**Run 1: where the registers sit**

Scale bar: 20 um.
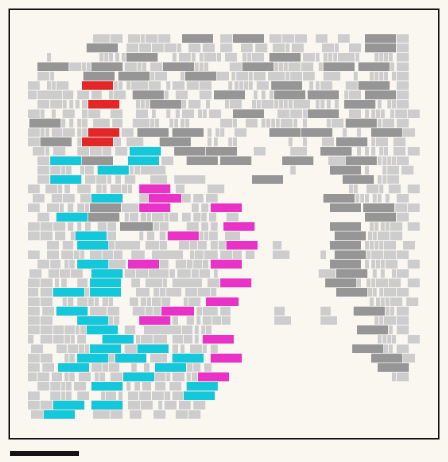
**Run 1: a small window of the routed layout**

Scale bar: 5 um. Window x 52 to 72, y 77 to 97 um. Cells in grey, sequential cells in the stronger grey; small squares are vias.
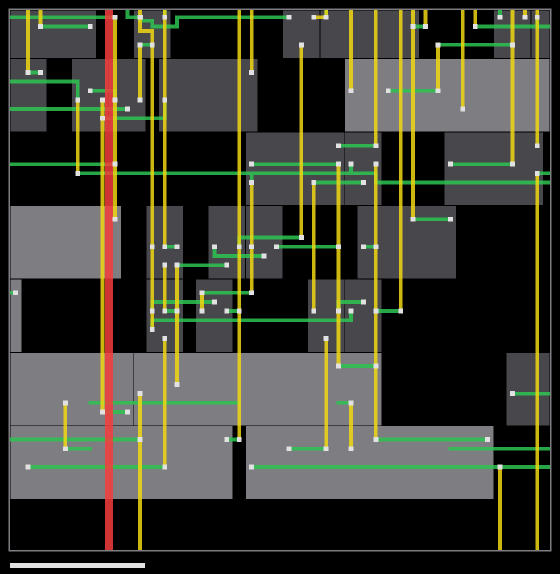
**Run 1: congestion heat map**

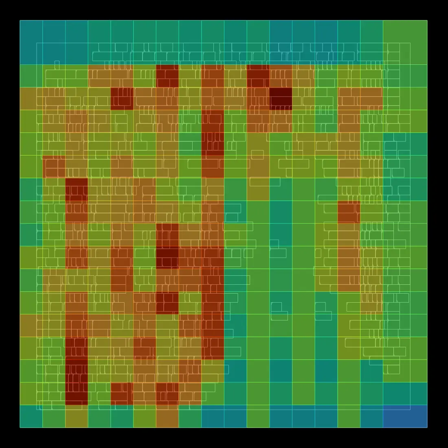
**Run 1: gate-type map**

Scale bar: 20 um.
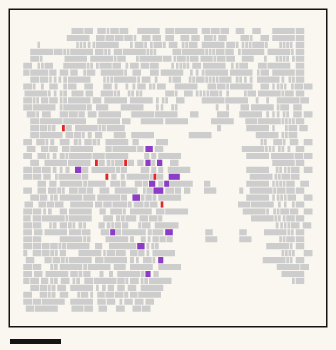
## src/rtl/wb_pkg.sv

```systemverilog
// Shared types for the Wishbone host master.
//   wb_state_e : FSM states of the host master
//   wb_rsp_t   : response record {dat, err} at the default data width
//   ADR_W_DEF / DAT_W_DEF : default bus widths
package wb_pkg;
  localparam int ADR_W_DEF = 32;
  localparam int DAT_W_DEF = 32;

  typedef enum logic [1:0] {
    IDLE = 2'd0,
    BUS  = 2'd1,
    RESP = 2'd2
  } wb_state_e;

  typedef struct packed {
    logic [DAT_W_DEF-1:0] dat;
    logic                 err;
  } wb_rsp_t;
endpackage

```

## src/rtl/wb_host_master_if.sv

```systemverilog
// Wishbone classic bus between the host master and a slave.
//   master modport: drives cyc/stb/we/sel/adr/dat_o, samples dat_i/ack
//   slave  modport: the mirror image
interface wb_host_master_if import wb_pkg::*; #(
  parameter int ADR_W = ADR_W_DEF,
  parameter int DAT_W = DAT_W_DEF,
  localparam int SEL_W = DAT_W / 8
) ();
  logic             wbm_cyc_o;
  logic             wbm_stb_o;
  logic             wbm_we_o;
  logic [SEL_W-1:0] wbm_sel_o;
  logic [ADR_W-1:0] wbm_adr_o;
  logic [DAT_W-1:0] wbm_dat_o;
  logic [DAT_W-1:0] wbm_dat_i;
  logic             wbm_ack_i;

  modport master (
    output wbm_cyc_o, wbm_stb_o, wbm_we_o, wbm_sel_o, wbm_adr_o, wbm_dat_o,
    input  wbm_dat_i, wbm_ack_i
  );

  modport slave (
    input  wbm_cyc_o, wbm_stb_o, wbm_we_o, wbm_sel_o, wbm_adr_o, wbm_dat_o,
    output wbm_dat_i, wbm_ack_i
  );
endinterface

```

## src/rtl/wb_timeout_cnt.sv

```systemverilog
// Ack-wait counter. Clears on clr_i, counts up on en_i, and flags exp_o
// when the count has reached TIMEOUT-1 (the last allowed wait cycle).
//   clk_i, rst_n_i : clock, async active-low reset
//   clr_i, en_i    : clear (wins over enable), count enable
//   exp_o          : expiry flag
module wb_timeout_cnt #(
  parameter int TIMEOUT = 255,
  parameter int TO_W    = 16
) (
  input  logic clk_i,
  input  logic rst_n_i,
  input  logic clr_i,
  input  logic en_i,
  output logic exp_o
);
  localparam logic [TO_W-1:0] LAST = TO_W'(TIMEOUT - 1);

  logic [TO_W-1:0] cnt_q, cnt_d;

  always_comb begin
    cnt_d = cnt_q;
    if (clr_i)     cnt_d = '0;
    else if (en_i) cnt_d = cnt_q + 1'b1;
  end

  always_ff @(posedge clk_i or negedge rst_n_i) begin
    if (!rst_n_i) cnt_q <= '0;
    else          cnt_q <= cnt_d;
  end

  assign exp_o = (cnt_q == LAST);
endmodule

```

## src/rtl/wb_host_master.sv

```systemverilog
// Wishbone classic-cycle initiator. Takes one command on a valid/ready
// stream, runs a single Wishbone access, and returns read data or an ack
// timeout error on a valid/ready response stream.
//   wb_clk_i, wb_rst_n_i : clock, async active-low reset
//   cmd_*                : command stream (we/adr/dat/sel)
//   rsp_*                : response stream (dat, err)
//   wbm                  : Wishbone master bus
module wb_host_master import wb_pkg::*; #(
  parameter int ADR_W   = ADR_W_DEF,
  parameter int DAT_W   = DAT_W_DEF,
  parameter int TIMEOUT = 255,
  parameter int TO_W    = 16,
  localparam int SEL_W  = DAT_W / 8
) (
  input  logic             wb_clk_i,
  input  logic             wb_rst_n_i,
  input  logic             cmd_valid_i,
  output logic             cmd_ready_o,
  input  logic             cmd_we_i,
  input  logic [ADR_W-1:0] cmd_adr_i,
  input  logic [DAT_W-1:0] cmd_dat_i,
  input  logic [SEL_W-1:0] cmd_sel_i,
  output logic             rsp_valid_o,
  input  logic             rsp_ready_i,
  output logic [DAT_W-1:0] rsp_dat_o,
  output logic             rsp_err_o,
  wb_host_master_if.master wbm
);
  // Response record at this instance's data width.
  typedef struct packed {
    logic [DAT_W-1:0] dat;
    logic             err;
  } rsp_t;

  wb_state_e        state_q, state_d;
  logic             we_q, we_d;
  logic [SEL_W-1:0] sel_q, sel_d;
  logic [ADR_W-1:0] adr_q, adr_d;
  logic [DAT_W-1:0] dat_q, dat_d;
  rsp_t             rsp_q, rsp_d;
  logic             to_clr, to_en, to_exp;

  wb_timeout_cnt #(.TIMEOUT(TIMEOUT), .TO_W(TO_W)) u_to (
    .clk_i  (wb_clk_i),
    .rst_n_i(wb_rst_n_i),
    .clr_i  (to_clr),
    .en_i   (to_en),
    .exp_o  (to_exp)
  );

  always_comb begin
    state_d = state_q;
    we_d    = we_q;
    sel_d   = sel_q;
    adr_d   = adr_q;
    dat_d   = dat_q;
    rsp_d   = rsp_q;
    to_clr  = 1'b0;
    to_en   = 1'b0;
    case (state_q)
      IDLE: begin
        if (cmd_valid_i) begin
          we_d    = cmd_we_i;
          sel_d   = cmd_sel_i;
          adr_d   = cmd_adr_i;
          dat_d   = cmd_dat_i;
          to_clr  = 1'b1;
          state_d = BUS;
        end
      end
      BUS: begin
        // Ack is tested first so an ack on the expiry edge still completes.
        if (wbm.wbm_ack_i) begin
          rsp_d.dat = we_q ? '0 : wbm.wbm_dat_i;
          rsp_d.err = 1'b0;
          we_d      = 1'b0;
          sel_d     = '0;
          state_d   = RESP;
        end else if (to_exp) begin
          rsp_d.dat = '0;
          rsp_d.err = 1'b1;
          we_d      = 1'b0;
          sel_d     = '0;
          state_d   = RESP;
        end else begin
          to_en = 1'b1;
        end
      end
      RESP: begin
        if (rsp_ready_i) state_d = IDLE;
      end
      default: state_d = IDLE;
    endcase
  end

  always_ff @(posedge wb_clk_i or negedge wb_rst_n_i) begin
    if (!wb_rst_n_i) begin
      state_q <= IDLE;
      we_q    <= 1'b0;
      sel_q   <= '0;
      adr_q   <= '0;
      dat_q   <= '0;
      rsp_q   <= '0;
    end else begin
      state_q <= state_d;
      we_q    <= we_d;
      sel_q   <= sel_d;
      adr_q   <= adr_d;
      dat_q   <= dat_d;
      rsp_q   <= rsp_d;
    end
  end

  // cyc/stb decode straight from the state flop, so reset drops them at once.
  assign wbm.wbm_cyc_o = (state_q == BUS);
  assign wbm.wbm_stb_o = (state_q == BUS);
  assign wbm.wbm_we_o  = we_q;
  assign wbm.wbm_sel_o = sel_q;
  assign wbm.wbm_adr_o = adr_q;
  assign wbm.wbm_dat_o = dat_q;

  assign cmd_ready_o = (state_q == IDLE);
  assign rsp_valid_o = (state_q == RESP);
  assign rsp_dat_o   = rsp_q.dat;
  assign rsp_err_o   = rsp_q.err;
endmodule

```

## src/flat_wrapper.sv

```systemverilog
// flat-port wrapper written by rule: the top's interface ports become plain ports
module wb_host_master_flat import wb_pkg::*;
#(
  parameter int ADR_W   = ADR_W_DEF,
  parameter int DAT_W   = DAT_W_DEF,
  parameter int TIMEOUT = 255,
  parameter int TO_W    = 16,
  localparam int SEL_W  = DAT_W / 8
)
  (wb_clk_i, wb_rst_n_i, cmd_valid_i, cmd_ready_o, cmd_we_i, cmd_adr_i, cmd_dat_i, cmd_sel_i, rsp_valid_o, rsp_ready_i, rsp_dat_o, rsp_err_o, wbm_wbm_cyc_o, wbm_wbm_stb_o, wbm_wbm_we_o, wbm_wbm_sel_o, wbm_wbm_adr_o, wbm_wbm_dat_o, wbm_wbm_dat_i, wbm_wbm_ack_i);
  wb_host_master_if #(.ADR_W(ADR_W), .DAT_W(DAT_W)) wbm_i ();
  input  logic wb_clk_i;
  input  logic wb_rst_n_i;
  input  logic cmd_valid_i;
  output logic cmd_ready_o;
  input  logic cmd_we_i;
  input  logic [ADR_W-1:0] cmd_adr_i;
  input  logic [DAT_W-1:0] cmd_dat_i;
  input  logic [SEL_W-1:0] cmd_sel_i;
  output logic rsp_valid_o;
  input  logic rsp_ready_i;
  output logic [DAT_W-1:0] rsp_dat_o;
  output logic rsp_err_o;
  output wire logic [$bits(wbm_i.wbm_cyc_o)-1:0] wbm_wbm_cyc_o;
  output wire logic [$bits(wbm_i.wbm_stb_o)-1:0] wbm_wbm_stb_o;
  output wire logic [$bits(wbm_i.wbm_we_o)-1:0] wbm_wbm_we_o;
  output wire logic [$bits(wbm_i.wbm_sel_o)-1:0] wbm_wbm_sel_o;
  output wire logic [$bits(wbm_i.wbm_adr_o)-1:0] wbm_wbm_adr_o;
  output wire logic [$bits(wbm_i.wbm_dat_o)-1:0] wbm_wbm_dat_o;
  input wire logic [$bits(wbm_i.wbm_dat_i)-1:0] wbm_wbm_dat_i;
  input wire logic [$bits(wbm_i.wbm_ack_i)-1:0] wbm_wbm_ack_i;
  assign wbm_wbm_cyc_o = wbm_i.wbm_cyc_o;
  assign wbm_wbm_stb_o = wbm_i.wbm_stb_o;
  assign wbm_wbm_we_o = wbm_i.wbm_we_o;
  assign wbm_wbm_sel_o = wbm_i.wbm_sel_o;
  assign wbm_wbm_adr_o = wbm_i.wbm_adr_o;
  assign wbm_wbm_dat_o = wbm_i.wbm_dat_o;
  assign wbm_i.wbm_dat_i = wbm_wbm_dat_i;
  assign wbm_i.wbm_ack_i = wbm_wbm_ack_i;
  wb_host_master #(.ADR_W(ADR_W), .DAT_W(DAT_W), .TIMEOUT(TIMEOUT), .TO_W(TO_W)) u_core (.wb_clk_i(wb_clk_i), .wb_rst_n_i(wb_rst_n_i), .cmd_valid_i(cmd_valid_i), .cmd_ready_o(cmd_ready_o), .cmd_we_i(cmd_we_i), .cmd_adr_i(cmd_adr_i), .cmd_dat_i(cmd_dat_i), .cmd_sel_i(cmd_sel_i), .rsp_valid_o(rsp_valid_o), .rsp_ready_i(rsp_ready_i), .rsp_dat_o(rsp_dat_o), .rsp_err_o(rsp_err_o), .wbm(wbm_i));
endmodule
```

## config.mk

```make
export PLATFORM = sky130hd
export DESIGN_NAME = wb_host_master_flat
export DESIGN_NICKNAME = d
export VERILOG_FILES = /design/src/rtl/wb_pkg.sv /design/src/rtl/wb_host_master_if.sv /design/src/rtl/wb_timeout_cnt.sv /design/src/rtl/wb_host_master.sv /design/src/flat_wrapper.sv
export SDC_FILE = /design/constraint.sdc
export NUM_CORES = 1
export LEC_CHECK = 0
export CORE_MARGIN = 5
export CORE_UTILIZATION = 40
export CTS_BUF_LIST = sky130_fd_sc_hd__clkbuf_8
export DETAILED_ROUTE_END_ITERATION = 10
export HOLD_SLACK_MARGIN = 0.1
export PLACE_DENSITY = 0.84
export SYNTH_ARGS = -nofsm -noshare
export SYNTH_HDL_FRONTEND = slang
export SYNTH_SLANG_ARGS = --single-unit
```

## constraint.sdc

```tcl
create_clock -name wb_clk_i -period 1.97 [get_ports wb_clk_i]
set_clock_uncertainty 0.1 [all_clocks]
set_input_delay 0.394 -clock wb_clk_i [delete_from_list [all_inputs] [get_ports wb_clk_i]]
set_output_delay 0.394 -clock wb_clk_i [all_outputs]
set_load 0.005 [all_outputs]
```

==> CHANGELOG.md, run 1 <==
### Metrics

- Achievable frequency: 510 MHz
- ANT nets after route: 0
- Core ar.: 0.0127 mm2
- DR WL/cell: 16.3 um
- Clock share of power: 18.2%
- Cell Pwr Density: 1410 mW/mm2
- Tool warnings: 30
- Longest Clk Path Bufs: 2
- First-pass GRT wire length: 24,400 um
- Largest net degree at the start of global routing: 121
- Slew Limit Fails: 0
- Non-filler instance count after layout: 959
- Hold Path Origin: u_core.wbm.wbm_dat_o[29]
- CTS tree: done
- Yosys cell count: between 500 and 600
- Sequential group power: 4.19 mW
- Final Hold Slack: ~0.37 ns
- Layout area overhead: 55.1%
- Avg Vias per Cell: 5.18
- Root Driver: clkbuf_8
- Top power group: combinational logic
- Final setup margin: 0.00734 ns
- Top-Level Pins: around 210
- Maximum VDD drop: 0.000761 V
- Syn Area/Cell: slightly above 9 um2
- Htree depth: 4
- Dpl cells: 924
- Synth warnings: 0
- Reg2reg start: u_core.u_to.cnt_q[0]
- Sequential share of power: 37.0%
- Switching Power: 3.81 mW
- Most frequent cells in the layout: nand2_1, clkdlybuf4s50_1, dfrtp_1, o21ai_0, nand4b_1
- Int Power: 7.51 mW
- Status: complete, no violations
- Final net count: 885
- Unique cell types: 42
- Measured slew at the worst slew-check pin: 0.621 ns
- Post-route setup TNS: 0 ns
- Comb pwr: between 5 and 6 mW
- Dpl hpwl: 11,100 um
- Yosys synthesis chip area: about 0.0052 mm2
- FP Core Util: 40.9%
- Placed Area: roughly 0.0076 mm2
- Drt drc: 0
- # diodes: 0
- Die height: 124 um
- Mapped Cells: 555
- Logic area: ~0.002 mm2
- Flop area: 0.00301 mm2
- Startpoint types: flop
- Hold path depth: 2
- Synth flops: 120
- Setup-failing EPs final: 0
- DR vias: 4,972
- Initial antenna violation count: 0
- Number of global-route vias before repair: roughly 5,000
- Worst Hold Endpoint: u_core.wbm.wbm_dat_o[29]
- Critical path type: flop to flop
- Fillers: approximately 1,000
- Sw Ratio: 33.6%
-- 'where the registers sit' (at the start) --
u_core.wbm.wbm_sel_o -> red  # placed flops 4, where upper left
u_core.u_to.cnt_q -> magenta  # placed flops 16
u_core.rsp_dat_o -> cyan  # placed flops 32
not coloured = 68

-- 'a small window of the routed layout' (at the start) --
M2 -> yellow
M1 -> green
M4 -> red
sequential cells in the window = 4
cells with their middle in the window = 24
netlist names of flops here include = u_core.wbm.wbm_dat_o (4)
most frequent = nand2_1 (14), clkdlybuf4s50_1 (6), dfrtp_1 (4)

-- 'congestion heat map' (at the start) --
gr busiest metal: met2
met3 capacity usage during global routing: 7.27%
GRT Util Overall: 20.4%
met1 usage: 24.7%

-- 'gate-type map' (at the start) --
and/or cells -> purple  # cells 14, where centre
inv cells -> red  # cells 6

[run 1: kinds of logic after synthesis]
kind of cell | synth area share, %
AND/OR/NAND/NOR | 29.0
flip-flops | 57.9
buffers and inverters | 3.96
adder cells (fa/ha/maj) | 0.483
AND-OR/OR-AND | 8.40
multiplexers | 0.193
[run 1: flip-flops by register name, summed over array words and instances, names as in the netlist]
register / count
u_core.wbm.wbm_adr_o: 32
u_core.u_to.cnt_q: 16
u_core.wbm.wbm_sel_o: 4
u_core.wbm.wbm_we_o: 1
u_core.rsp_dat_o: 32
u_core.wbm.wbm_dat_o: 32
u_core.rsp_err_o: 1
u_core.state_q: 2
[run 1: worst max-delay path, stage by stage (launching register included)]
cell and delay (ns):
dfrtp_1 0.43, inv_2 0.10, ha_4 0.12, nor4b_4 0.24
a41oi_2 0.20, buf_6 0.18, and4_1 0.18, a221o_1 0.28
[run 1: layer usage]
layer,wire length (um),track usage (%),up-vias,share of wire [%]
li1,-,-,2308,-
met4,350,8.30,0,2.2
met5,0,0,-,0
met1,6080,24.7,2382,39
met2,7620,33.4,249,49
met3,1580,7.27,33,10
[run 1: cells in the mapped netlist]
master	count	area (um2)
o2111a_1	3	33.8
and2_1	5	31.3
nor2b_1	2	12.5
nand4_1	2	12.5
clkbuf_1	24	90.1
a21o_1	2	15.0
a221o_1	11	110
nor2_2	1	6.26
or3_1	1	6.26
or2_2	1	6.26
a21oi_2	1	8.76
a211o_1	1	8.76
o21ai_1	1	5.00
and4_1	4	35.0
or4_1	2	15.0
o41ai_1	1	8.76
a2bb2oi_1	1	8.76
nand2_1	242	908
a31oi_1	2	12.5
a41o_1	1	10.0
buf_1	6	22.5
nand3_1	6	30.0
nand3_2	1	10.0
o21ai_0	38	190
inv_2	1	3.75
inv_1	5	18.8
buf_6	2	22.5
and4bb_2	1	12.5
nor3_1	6	30.0
ha_1	2	25.0
nor2_1	5	18.8
a211oi_1	1	7.51
buf_2	5	25.0
buf_4	3	22.5
nand4_2	2	25.0
nor4b_2	1	15.0
nor4_1	7	43.8
nand2b_1	1	6.26
mux2i_1	1	10.0
nand4b_1	32	280
dfrtp_1	120	3000
a41oi_2	1	16.3
[run 1: repair_timing]
action	in CTS	in global routing
hold buffers	1	0
hold endpoints to repair	120	0
buffers inserted	4	1
pin swaps	1	7
gates resized	12	13
setup endpoints to repair	14	16
[run 1: final cells by class]
type / instances / share of cell area, %
repair buffers: 243 / 29.7
inverters: 6 / 0.280
flip-flops and latches: 120 / 37.4
clock buffers: 22 / 3.77
clock inverters: 7 / 0.871
well taps: 172 / 2.68
multi-input cells: 389 / 25.3
[run 1: how the worst max path moves through the flow]
stage	from	to	cells past startpoint
final	u_core.u_to.cnt_q[0]	u_core.u_to.cnt_q[7]	7
after global placement	wbm_wbm_ack_i	u_core.u_to.cnt_q[2]	5
after floorplan	u_core.state_q[1]	wbm_wbm_stb_o	6
after detailed placement	u_core.u_to.cnt_q[0]	u_core.u_to.cnt_q[7]	7
after global routing	u_core.u_to.cnt_q[0]	u_core.u_to.cnt_q[7]	7
after CTS	u_core.u_to.cnt_q[0]	u_core.u_to.cnt_q[7]	7
==> run 2, diff against run 1 <==
- SLEW_MARGIN: unset -> 5
**Run 2: gate-type map**

Scale bar: 20 um.
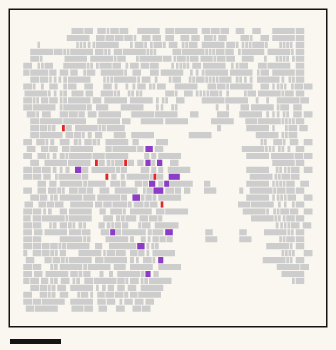
and/or cells -> purple  # cells 14, where centre
inv cells -> red  # cells 6

**Run 2: a small window of the routed layout**

Scale bar: 5 um. Window x 52 to 72, y 77 to 97 um. Cells in grey, sequential cells in the stronger grey; small squares are vias.
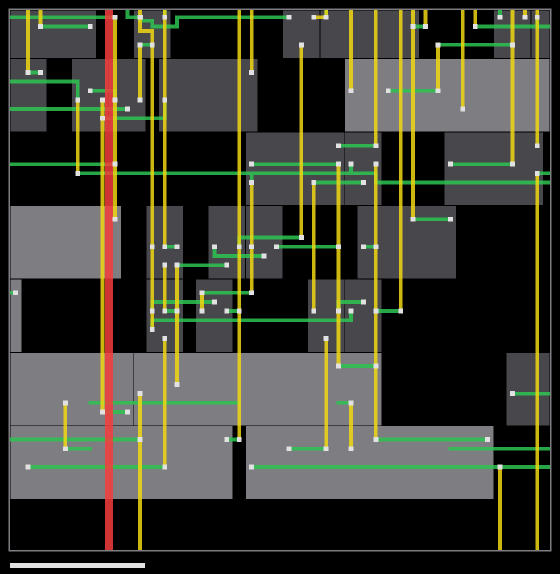
M2 -> yellow
M4 -> red
M1 -> green
sequential cells in the window = 4
netlist names of flops here include = u_core.wbm.wbm_dat_o (4)
most frequent = nand2_1 (14), clkdlybuf4s50_1 (6), dfrtp_1 (4)
cells with their middle in the window = 24

==> run 2 against run 1 <==
Flip-flop count is the same; largest power group unchanged; utilization is the same; worst setup slack is the same; maximum frequency is the same; cell count is the same; hold slack is the same; total power is the same; first-iteration DRC count is the same; global-route usage is the same; area after synthesis is the same.
==> CHANGELOG.md, run 2 <==
### Metrics

- Final Instance Area: 0.00804 mm2
- First-pass iteration count of the detailed router: 5
- Critical path type: flop to flop
- Worst Reg-to-Reg Cells: 7
- Measured slew at the worst slew-check pin: 0.621 ns
- Yosys cell count: ~560
- Final Hold Fails: 0
- Die height: around 120 um
- Final Hold Slack: ~0.37 ns
- Root Driver: clkbuf_8
- Setup-failing EPs final: 0
- Critical Path End: u_core.u_to.cnt_q[7]
- Largest net degree at the start of global routing: 121
- Top-Level Pins: 212
- Top cells by count, synth: nand2_1, dfrtp_1, o21ai_0, nand4b_1, clkbuf_1
- Startpoint types: flop
- Clock buffer count from CTS: 17
- Layout cells sized above 1: 10.9%
- Longest Clk Path Bufs: 2
- Main synth FF type: dfrtp_1
- Tool warnings: 30
- Achievable frequency: 510 MHz
- Htree depth: 4
- Initial antenna violation count: 0
- Synthesized area: 0.00518 mm2
- CP required: around 2.2 ns
- Most frequent cells in the layout: nand2_1, clkdlybuf4s50_1, dfrtp_1, o21ai_0, nand4b_1
- RSZ-0062 raised after global routing: true
- Clock share of power: 18.2%
- Number of enable flip-flop cells: 0
- Maximum VDD drop: ~0.00076 V
- GP Congestion: between 0.8 and 0.9
- Most numerous cell in the Yosys netlist: nand2_1
- Switching Power: ~3.8 mW
- Cell Pwr Density: approximately 1400 mW/mm2
- Mux frac, synth: 0.193%
- Crit path time final: approximately 2 ns
- Row cnt: just over 40
- Combinational Power Share: around 45%
- DR vias: 4,972
- ANT nets after route: 0
- R2R Setup Slk: 0.007 ns
- Yosys synthesis chip area: 0.00518 mm2
- Worst setup path startpoint: u_core.u_to.cnt_q[0]
- Most frequent logic cell in the layout: nand2_1
- GRT Util Overall: 20.4%
- Layout area overhead: 55.1%
- Slew Limit Fails: 0
- Port bufs: 211
- Status: complete, no violations
- Share of the synthesized area in the top cell type: 57.9%
- Reg2reg start: u_core.u_to.cnt_q[0]
- CTS tree: done
- Number of global-route vias before repair: 4,986
- Async S/R FF share, synth: 100%
- Placed Area: 0.00756 mm2
- Die width: approximately 120 um
- Synth warnings: 0
- XORs/XNORs by Area: 0%
- Avg Vias per Cell: approximately 5.2
- Largest logic family: simple AND/OR/NAND/NOR gates
- Drt drc: 0
- Fa+ha+maj area frac: 0.483%
- Final net count: ~890
- Mapped Cells: 555
- Synth Area in Compound Gates: 8.40%
- CP endpoint kind: flop
- Unique cell types: 42
- Hold WC Path Type: flop to flop
- Sequential share of power: between 30% and 40%
- Die Footprint: around 0.015 mm2
- Total gr overflow: 0
- Synth flops: 120
- Top cells, area: dfrtp_1, nand2_1, nand4b_1
- Int Power: 7.51 mW
- Area leader, netlist: dfrtp_1
- Core ar.: 0.0127 mm2
- Post-route setup TNS: 0 ns
- Sw Ratio: between 30 and 40%
- Dpl hpwl: ~11,000 um
- Fillers: 996
- FP Core Util: approximately two fifths
- # diodes: 0
- Late-Pin Clk Latency: 0.42 ns
- Basic Gates by Area: between 20% and 30%
- Sequential share of the synthesized area: between 50% and 60%
- Syn Area/Cell: just over 9 um2
- First-pass GRT wire length: 24,400 um
- Clk slew on worst S/H paths: 0.07 ns
**Run 2: congestion heat map**

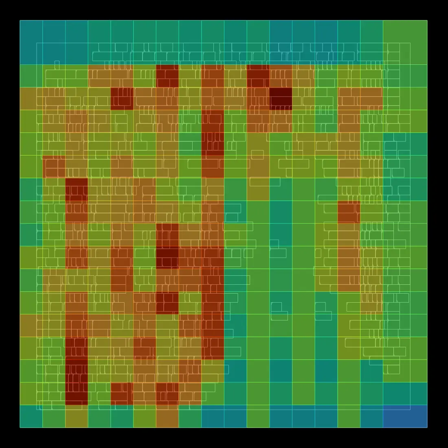
DR WL/cell: 16.3 um
end-of-flow core utilization: 63.5%
met2 Use GR: 33.4%

run 2: cell counts after synthesis:
Identical to the previous run, type by type.
run 2: final cells by class:
type | count | area [um2] | area share, %
clock inverters | 7 | 70.1 | 0.871
multi-input cells | 389 | 2030 | 25.3
repair buffers | 243 | 2390 | 29.7
well taps | 172 | 215 | 2.68
clock buffers | 22 | 303 | 3.77
inverters | 6 | 22.5 | 0.280
flip-flops and latches | 120 | 3010 | 37.4
run 2: how the worst min path moves through the flow:
stage,start,to,slack [ns],cells past startpoint
2_1_floorplan,wb_rst_n_i,u_core.rsp_dat_o[0],-0.002,0
3_3_place_gp,u_core.wbm.wbm_adr_o[30],u_core.wbm.wbm_adr_o[30],0.36,2
3_5_place_dp,u_core.wbm.wbm_dat_o[23],u_core.wbm.wbm_dat_o[23],0.36,2
4_1_cts,cmd_dat_i[8],u_core.wbm.wbm_dat_o[8],0.36,3
5_1_grt,cmd_adr_i[6],u_core.wbm.wbm_adr_o[6],0.37,3
6_report,u_core.wbm.wbm_dat_o[29],u_core.wbm.wbm_dat_o[29],0.37,2
run 2: per-layer routing:
| metal | wire (um) | part of all wire, % | track usage [%] |
|---|---|---|---|
| met1 | 6080 | 39 | 24.7 |
| met3 | 1580 | 10 | 7.27 |
| met4 | 350 | 2.2 | 8.30 |
| met2 | 7620 | 49 | 33.4 |
| met5 | 0 | 0 | 0 |
run 2: metrics by stage:
step / instances / worst slack (ns) / util (%)
3_5_place_dp: 924 / -0.0696 / 59.7
4_1_cts: 958 / 0.00300 / 63.1
3_3_place_gp: 924 / 0.0304 / 59.7
6_report: 959 / 0.00734 / 63.5
2_1_floorplan: 555 / 0.00556 / -
5_1_grt: 959 / -0.0573 / 63.5
run 2: logic make-up after synthesis:
family,count (synthesis)
fa+ha+maj,2
flops,120
simple gates,322
compound gates,64
buf+inv,46
mux,1
run 2: power by group through the flow:
stage,registers [mW],logic [mW],clock network (mW)
global placement,4.15,4.88,0
finish,4.19,5.06,2.06
detailed placement,4.17,5.03,0
CTS,4.17,5.09,2.13
floorplan,4.20,1.79,0
global route,4.33,5.57,2.24
run 2: repair_timing:
item | 4_1_cts | 5_1_grt
endpoints found under the hold margin | 120 | 0
gates resized | 12 | 13
endpoints found under the setup margin | 14 | 16
hold buffers | 1 | 0
setup buffers | 4 | 1
pin swaps | 1 | 7
cloned | 0 | 0
run 2: worst max-delay path, stage by stage (launching register included):
cell	delay, ns
dfrtp_1	0.43
inv_2	0.10
ha_4	0.12
nor4b_4	0.24
a41oi_2	0.20
buf_6	0.18
and4_1	0.18
a221o_1	0.28
==> run 3, diff against run 2 <==
- ABC_AREA: unset -> 1
- TNS_END_PERCENT: unset -> 30
**Run 3: a small window of the routed layout**

Scale bar: 5 um. Window x 52 to 72, y 76 to 96 um. Cells in grey, sequential cells in the stronger grey; small squares are vias.
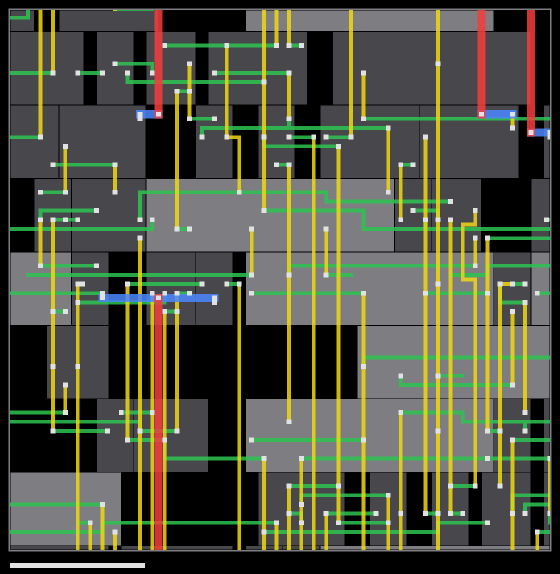
M1 -> green
M3 -> blue
M2 -> yellow
M4 -> red
netlist names of flops here include = u_core.rsp_dat_o (2), u_core.u_to.cnt_q (2)
sequential cells in the window = 4
most frequent = nand2_1 (9), clkdlybuf4s50_1 (4), dfrtp_1 (4)
cells with their middle in the window = 31

**Run 3: gate-type map**

Scale bar: 20 um.
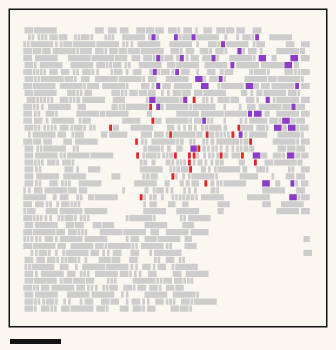
inv cells -> red  # cells 23, where centre
aoi and oai cells -> purple  # cells 39

==> run 3 against run 2 <==
Utilization fell by 0.88 points; global-route usage shrank 0.76 points; combinational power fell by 13%; register-to-register slack improved by 0.19 ns; area after synthesis down 0.53%; critical path type is now flop to output pin; largest cell class unchanged; largest power group unchanged.
==> CHANGELOG.md, run 3 <==
### Metrics

- Status: complete, no violations
- Slowest stage delay, CP: approximately 0.54 ns
- ANT nets after route: 0
- Number of global-route vias before repair: around 4,800
- CP endpoint kind: output pin
- Critical path type: flop to output pin
- # diodes: 0
- Longest Clk Path Bufs: 2
- Switching Power: between 3 and 4 mW
- Sequential share of the synthesized area: 58.2%
- Crit-path leading delay family: buffers and inverters
- Async S/R FF share, synth: 100%
- Synth warnings: 0
- Unique cell types: 25
- Dpl hpwl: 10,400 um
- Die height: ~120 um
- Post-place setup slack: 0.0721 ns
- Largest net degree at the start of global routing: 65
- Yosys cell count: 611
- Achievable frequency: 536 MHz
- Final Hold Fails: 0
- DR WL/cell: 14.1 um
- Setup-failing EPs final: 0
- Placed Area: 0.00751 mm2
- Die width: 124 um
- CTS tree: done
- Measured slew at the worst slew-check pin: 0.476 ns
- Top cells, area: dfrtp_1, nand2_1, o21ai_2
- Row cnt: 41
- Final setup margin: 0.103 ns
- Cell Pwr Density: 1320 mW/mm2
- Dpl cells: 979
- Crit path time final: 1.87 ns
- Non-filler instance count after layout: 1,013
- CP required: about 1.5 ns
- Slowest cell on the critical path: clkdlybuf4s50_1
- Clk slew on worst S/H paths: 0.08 ns
- Final Hold Slack: between 0.3 and 0.4 ns
- DR vias: approximately 4,600
- Root Driver: clkbuf_8
- Area leader, netlist: dfrtp_1
- Total gr overflow: 0
- Main synth FF type: dfrtp_1
- Syn Area/Cell: 8.44 um2
- Number of enable flip-flop cells: 0
- GP Congestion: roughly 0.9
- Late-Pin Clk Latency: 0.43 ns
- Layout cells sized above 1: between 10 and 15%
- Most frequent logic cell in the layout: nand2_1
- Mapped Cells: 611
- Core ar.: 0.0126 mm2
- Maximum VDD drop: 0.000845 V
- Clock share of power: 19.6%
- Htree depth: 4
- Layout area overhead: 53.2%
- Crit path buf inv count: 1
- Synth flops: approximately 120
- Sw Ratio: 33.7%
- Share of the synthesized area in the top cell type: around three fifths
- Fillers: 1,073
- Most numerous cell in the Yosys netlist: nand2_1
- RSZ-0062 raised after global routing: false
- End-of-flow core utilization: between 60% and 70%
- Initial antenna violation count: 0
- Sequential share of power: about two fifths
- Top cells by count, synth: nand2_1, dfrtp_1, nand3_1, nor2_1
- Avg Vias per Cell: 4.55
- Post-route setup TNS: 0 ns
- Port bufs: between 200 and 250
- First-pass iteration count of the detailed router: 4
- Tool warnings: 27
- Top-Level Pins: around 210
- FP Core Util: approximately 41%
- Slew Limit Fails: 0
- Int Power: 6.90 mW
- Worst path cell trace: clkdlybuf4s50_1
- Startpoint types: flop
- Combinational Power Share: 42.2%
**Run 3: where the registers sit**

Scale bar: 20 um.
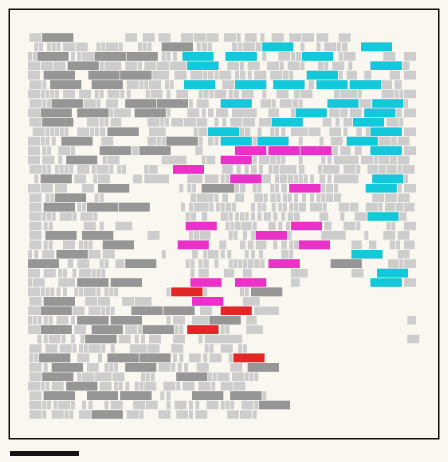
u_core.rsp_dat_o -> cyan  # placed flops 32
u_core.wbm.wbm_sel_o -> red  # placed flops 4, where bottom centre
u_core.u_to.cnt_q -> magenta  # placed flops 16, where centre
not coloured = 68

==> run 3: cell types whose count changed in the layout (fill, tap and decap cells not counted), moves of 17 or more <==
cell	previous run	this run
nand2_1	241	324
inv_1	3	20
o21ai_0	37	4
nand4b_1	32	0
buf_4	27	9
o21ai_1	2	19
==> run 3: final timing paths <==
kind                                    startpoint                      end  slack, ns  cells after the start
max in group asynchronous               wb_rst_n_i  u_core.wbm.wbm_adr_o[1]       0.84                      3
hold / removal                          wb_rst_n_i  u_core.wbm.wbm_dat_o[0]       0.37                      2
min in group wb_clk_i      u_core.wbm.wbm_sel_o[2]  u_core.wbm.wbm_sel_o[2]       0.38                      2
hold reg to reg            u_core.wbm.wbm_sel_o[2]  u_core.wbm.wbm_sel_o[2]       0.38                      2
setup / recovery               u_core.wbm.wbm_we_o             wbm_wbm_we_o       0.10                      1
setup reg to reg              u_core.u_to.cnt_q[0]     u_core.u_to.cnt_q[8]       0.20                      9
==> run 3: final cells by class <==
class / instances / area (um2) / area share, %
repair buffers: 227 / 2310 / 29.3
inverters: 23 / 86.3 / 1.09
clock inverters: 13 / 105 / 1.33
multi-input cells: 439 / 1910 / 24.2
well taps: 172 / 215 / 2.72
flip-flops and latches: 120 / 3000 / 38.0
clock buffers: 19 / 262 / 3.31
==> run 3: power groups by stage <==
stage | Sequential, mW | Combinational (mW) | Clock, mW
final | 3.98 | 4.39 | 2.04
after global routing | 4.11 | 4.85 | 2.22
after detailed placement | 3.99 | 4.46 | 0
after floorplan | 4.03 | 1.64 | 0
after global placement | 3.98 | 4.36 | 0
after CTS | 3.99 | 4.46 | 2.11
==> run 3: repair_timing <==
item,in CTS,in global routing
hold buffers,1,0
buffers inserted,1,0
endpoints found under the hold margin,29,0
resized,6,0
endpoints found under the setup margin,4,0
==> run 3: cell families after synthesis <==
logic type      share of synthesized area (%)
xor+xnor                                 1.36
fa+ha+maj                               0.485
simple gates                             30.2
buf+inv                                  4.85
compound gates                           4.90
flops                                    58.2
==> run 3: layer usage <==
| metal | part of all wire, % | GRT usage (%) |
|---|---|---|
| met1 | 41 | 23.1 |
| met5 | 0 | 0 |
| met2 | 46 | 31.2 |
| met4 | 2.1 | 7.27 |
| met3 | 11 | 9.65 |

==> screenshots <==
Signal wires by layer.
Scale bar: 20 um.
(a)
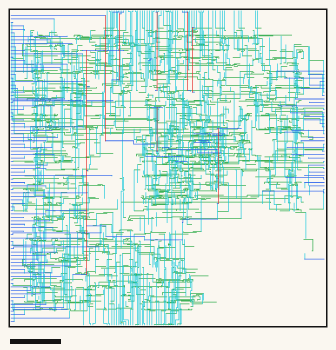
(b)
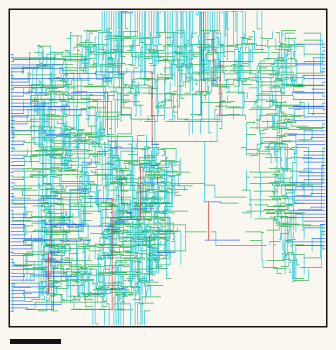
run 3 -> (a)
run 1 -> (b)

Power is estimated from default activity; no workload was simulated.
